m1.png
Supply wires on this layer in gray.
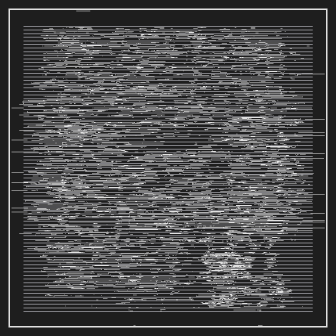
m2.png
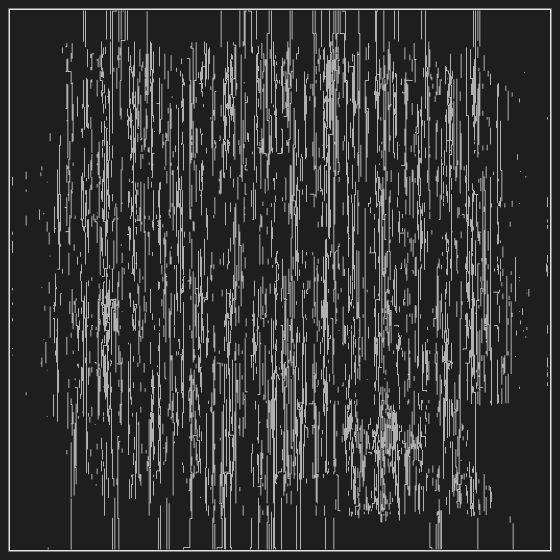
m3.png
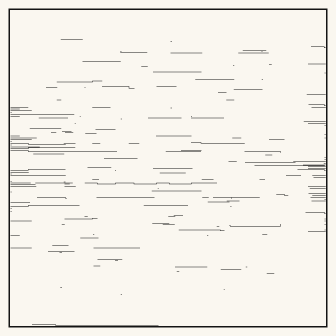
m4.png
The bar under the picture is 50 um long. Supply wires on this layer in gray. Cells faint in the background.
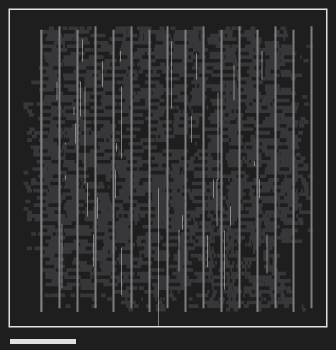
clock_nets.png
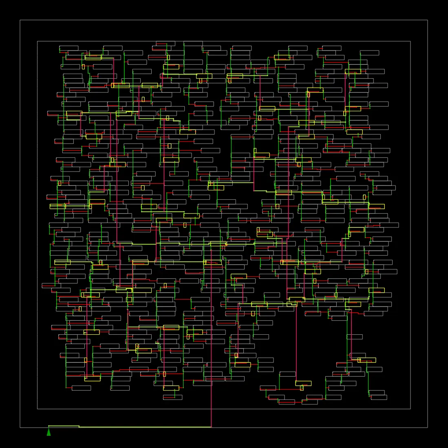
<file path="config.mk">
export PLATFORM = sky130hd
export DESIGN_NAME = julia_wr_master
export DESIGN_NICKNAME = d
export VERILOG_FILES = /design/src/rtl/julia_pkg.sv /design/src/rtl/wr_req_fifo.sv /design/src/rtl/julia_wr_master.sv
export SDC_FILE = /design/constraint.sdc
export NUM_CORES = 1
export LEC_CHECK = 0
export CAP_MARGIN = 20
export CORE_MARGIN = 10
export CORE_UTILIZATION = 45
export CTS_CLUSTER_SIZE = 20
export DETAILED_ROUTE_END_ITERATION = 8
export GPL_TIMING_DRIVEN = 0
export SLEW_MARGIN = 20
export SYNTH_ARGS = -nofsm -noshare
export SYNTH_HDL_FRONTEND = slang
export SYNTH_SLANG_ARGS = --single-unit
</file>
<file path="constraint.sdc">
create_clock -name clk -period 7.2 [get_ports clk]
set_input_delay 1.44 -clock clk [delete_from_list [all_inputs] [get_ports clk]]
set_output_delay 1.44 -clock clk [all_outputs]
set_load 0.01 [all_outputs]
</file>
<file path="src/rtl/julia_pkg.sv">
// Shared types and constants for the Julia frame-buffer write path.
package julia_pkg;

  typedef struct packed {
    logic [31:0] addr;
    logic [31:0] data;
  } wr_req_t;

  typedef enum logic {
    IDLE,
    ACK
  } ctl_state_t;

  localparam int FRAME_W         = 640;
  localparam int FRAME_H         = 480;
  localparam int BYTES_PER_PIXEL = 4;

endpackage

</file>
<file path="src/rtl/wr_req_fifo.sv">
// First-word-fall-through request buffer; dout is the head entry whenever
// empty is low.
module wr_req_fifo
  import julia_pkg::*;
#(
  parameter int DEPTH = 8,
  localparam int AW = $clog2(DEPTH),
  localparam int CW = AW + 1
) (
  input  logic          clk,
  input  logic          n_rst,
  input  logic          push,
  input  logic          pop,
  input  wr_req_t       din,
  output wr_req_t       dout,
  output logic          full,
  output logic          empty,
  output logic [CW-1:0] count
);

  wr_req_t       mem [DEPTH];
  logic [AW-1:0] wr_ptr;
  logic [AW-1:0] rd_ptr;

  assign dout  = mem[rd_ptr];
  assign full  = (count == CW'(DEPTH));
  assign empty = (count == '0);

  always_ff @(posedge clk) begin
    if (push) begin
      mem[wr_ptr] <= din;
    end
  end

  always_ff @(posedge clk or negedge n_rst) begin
    if (!n_rst) begin
      wr_ptr <= '0;
      rd_ptr <= '0;
      count  <= '0;
    end else begin
      if (push) wr_ptr <= wr_ptr + 1'b1;
      if (pop)  rd_ptr <= rd_ptr + 1'b1;
      case ({push, pop})
        2'b10:   count <= count + 1'b1;
        2'b01:   count <= count - 1'b1;
        default: count <= count;
      endcase
    end
  end

endmodule

</file>
<file path="src/rtl/julia_wr_master.sv">
// Buffers pixel writes from julia_wrapper and drains them to the frame
// buffer over an Avalon-MM write master, flagging each completed frame.
module julia_wr_master
  import julia_pkg::*;
#(
  parameter int          FIFO_DEPTH   = 8,
  parameter logic [31:0] BASE_ADDR    = 32'h0000_0000,
  parameter int          FRAME_PIXELS = 307200
) (
  input  logic        clk,
  input  logic        n_rst,
  input  logic        start_sig,
  input  logic        wr_ready,
  input  logic [31:0] wr_addr,
  input  logic [31:0] wr_data,
  output logic        wr_done,
  output logic [31:0] avm_address,
  output logic        avm_write,
  output logic [31:0] avm_writedata,
  output logic [3:0]  avm_byteenable,
  input  logic        avm_waitrequest,
  output logic        busy,
  output logic        frame_done
);

  localparam int CW = $clog2(FIFO_DEPTH) + 1;
  localparam int PW = $clog2(FRAME_PIXELS + 1);

  ctl_state_t    state;
  wr_req_t       req;
  wr_req_t       head;
  logic          full;
  logic          empty;
  logic [CW-1:0] occ;
  logic          push;
  logic          pop;
  logic [PW-1:0] pix_cnt;

  assign push = wr_ready && !full && (state == IDLE);
  assign pop  = !empty && !avm_waitrequest;

  assign req.addr = wr_addr + BASE_ADDR;
  assign req.data = wr_data;

  wr_req_fifo #(
    .DEPTH(FIFO_DEPTH)
  ) u_fifo (
    .clk  (clk),
    .n_rst(n_rst),
    .push (push),
    .pop  (pop),
    .din  (req),
    .dout (head),
    .full (full),
    .empty(empty),
    .count(occ)
  );

  // Stale FIFO slots are masked so the bus idles at zero.
  assign avm_write      = !empty;
  assign avm_address    = empty ? '0 : head.addr;
  assign avm_writedata  = empty ? '0 : head.data;
  assign avm_byteenable = 4'b1111;
  assign busy           = (occ != '0);

  always_ff @(posedge clk or negedge n_rst) begin
    if (!n_rst) begin
      state   <= IDLE;
      wr_done <= 1'b0;
    end else begin
      unique case (state)
        IDLE: begin
          if (push) begin
            state   <= ACK;
            wr_done <= 1'b1;
          end
        end
        ACK: begin
          state   <= IDLE;
          wr_done <= 1'b0;
        end
      endcase
    end
  end

  always_ff @(posedge clk or negedge n_rst) begin
    if (!n_rst) begin
      pix_cnt    <= '0;
      frame_done <= 1'b0;
    end else begin
      frame_done <= 1'b0;
      if (start_sig) begin
        pix_cnt <= '0;
      end else if (pop) begin
        if (pix_cnt + 1'b1 == PW'(FRAME_PIXELS)) begin
          pix_cnt    <= '0;
          frame_done <= 1'b1;
        end else begin
          pix_cnt <= pix_cnt + 1'b1;
        end
      end
    end
  end

endmodule

</file>
==> run notes <==
Hold path
- **critical hold path startpoint** state$_DFF_PN0_
- **class of the tightest hold or removal check** reg -> reg

Logic synthesis
- **mean area per synthesized cell** 20.5 um^2
- **share of Yosys cell area claimed by the top area cell type** 71.8%
- **area figure in the yosys stat output** 21400 um^2
- **synthesized netlist cell count** 1043
- **Synth Warn #** 0
- **yosys simple share** 3.98%
- **post-synthesis register bit count** 544
- **top area cells in the synthesized netlist** sky130_fd_sc_hd__edfxtp_1, sky130_fd_sc_hd__mux4_2, sky130_fd_sc_hd__dfrtp_1
- **Post-synth top flop** sky130_fd_sc_hd__edfxtp_1
- **xor-xnor portion of the synthesized cell area** 1.19%
- **area fraction in full adders, half adders and majority gates** 0.444%

Global routing
- **maximum number of pins on one net before global-route repair** 24
- **met1 capacity usage during global routing** 23.1%

Timing
- **setup_tns** 0 ns
- **f_max** 0.191 GHz
- **post-route minimum period** 5.24 ns
- **Worst-Margin Slew** 0.984 ns
- **post-route worst setup slack** 1.96 ns

Critical path
- **CP Buf/Inv Count** 3
- **startpoint-to-endpoint class of the critical path** reg -> out
- **CP cell instances** clkbuf_1 -> buf_1 -> mux4_2 -> mux2i_1 -> nor2_1 -> clkdlybuf4s50_1
- **crit path launch type** register
- **Critical Path Slowest Stage Cell** sky130_fd_sc_hd__buf_1
- **Crit path max-delay family** buffers and inverters

Drt
- **number of nets with antenna violations after detailed routing** 0
- **wire length on met3** 2540 um
- **met2 WL post-DR** 22100 um
- **final routed wire length divided by cell count** 23.9 um

Power and ir drop
- **leakage power total** 8.64 nW

Layout
- **NonClk Buf Share** 8.95%
- **clock buffer and inverter area fraction after layout** 6.24%
- **cell class with the largest area share** sequential cells
- **count of non-CTS inverters in the layout** 9
- **Buffers excl. clock** 266

Floorplan
- **Die Ht** 238 um

Run
- **max-cap violation count** 0

Clock network
- **number of buffers between clock root and the deepest sink** 3
- **CTS tree** yes

Run status
- **outcome** finished, final reports clean

Placement
- **IO Port Bufs** 136

About m1.png:
nets with wire on the layer = 1301
wire length on this layer = 21.1 mm
share of all routed wire = 45%

About m2.png:
longest straight run = 84.0 um
wire length on this layer = 22.1 mm
nets with wire on the layer = 1235
main direction = vertical
share of all routed wire = 47%

About m3.png:
share of all routed wire = 5.4%
nets with wire on the layer = 111
main direction = horizontal
met3 Resource Use GR: 3.60%
vias after detailed routing: 10.7k
wire length after detailed routing: 46800 um

About m4.png:
nets with wire on the layer = 13
share of all routed wire = 2.0%

About clock_nets.png:
flop count: 544
Skew-Pair Late Insertion Delay: 0.59 ns
Clk power: 2.58 mW
number of clock buffers in the layout: 66
number of CTS-inserted buffers: 55

[layout by cell type, fill, tap and decap left out, types with 14 or more instances in the layout]
cell | netlist | final
sky130_fd_sc_hd__clkbuf_1 | 27 | 37
sky130_fd_sc_hd__xor2_1 | 14 | 14
sky130_fd_sc_hd__edfxtp_1 | 512 | 512
sky130_fd_sc_hd__nor2_1 | 88 | 86
sky130_fd_sc_hd__buf_2 | 17 | 18
sky130_fd_sc_hd__clkinv_1 | 0 | 26
sky130_fd_sc_hd__buf_6 | 0 | 17
sky130_fd_sc_hd__dfrtp_1 | 32 | 32
sky130_fd_sc_hd__xnor2_1 | 15 | 15
sky130_fd_sc_hd__nand2_1 | 19 | 19
sky130_fd_sc_hd__clkbuf_16 | 0 | 56
sky130_fd_sc_hd__buf_4 | 6 | 51
sky130_fd_sc_hd__mux2i_1 | 66 | 66
sky130_fd_sc_hd__clkdlybuf4s50_1 | 0 | 135
sky130_fd_sc_hd__mux4_2 | 128 | 128
[report_power, final]
part / switching, mW / leakage (nW) / internal (mW)
logic: 1.72 / 2.80 / 1.71
registers: 0.0938 / 5.05 / 3.84
clock network: 1.14 / 0.788 / 1.44
[path summary, 6_finish.rpt]
kind,slack (ns),endpoint,cells after the start
hold reg to reg,0.48,wr_done$_DFFE_PN0P_,1
max in group asynchronous,6.08,pix_cnt[8]$_DFFE_PN0P_,2
setup reg to reg,3.86,u_fifo.count[3]$_DFFE_PN0P_,11
min in group asynchronous,0.71,wr_done$_DFFE_PN0P_,1
setup / recovery,1.96,avm_writedata[29],6
hold / removal,0.48,wr_done$_DFFE_PN0P_,1
[sequential cells by signal, indices dropped and copies added (netlist names)]
name,count
u_fifo.mem,512
pix_cnt,19
u_fifo.count,4
u_fifo.rd_ptr,3
u_fifo.wr_ptr,3
frame_done,1
state,1
wr_done,1
Power figures rest on the tool's default switching activity, not on a simulated workload.
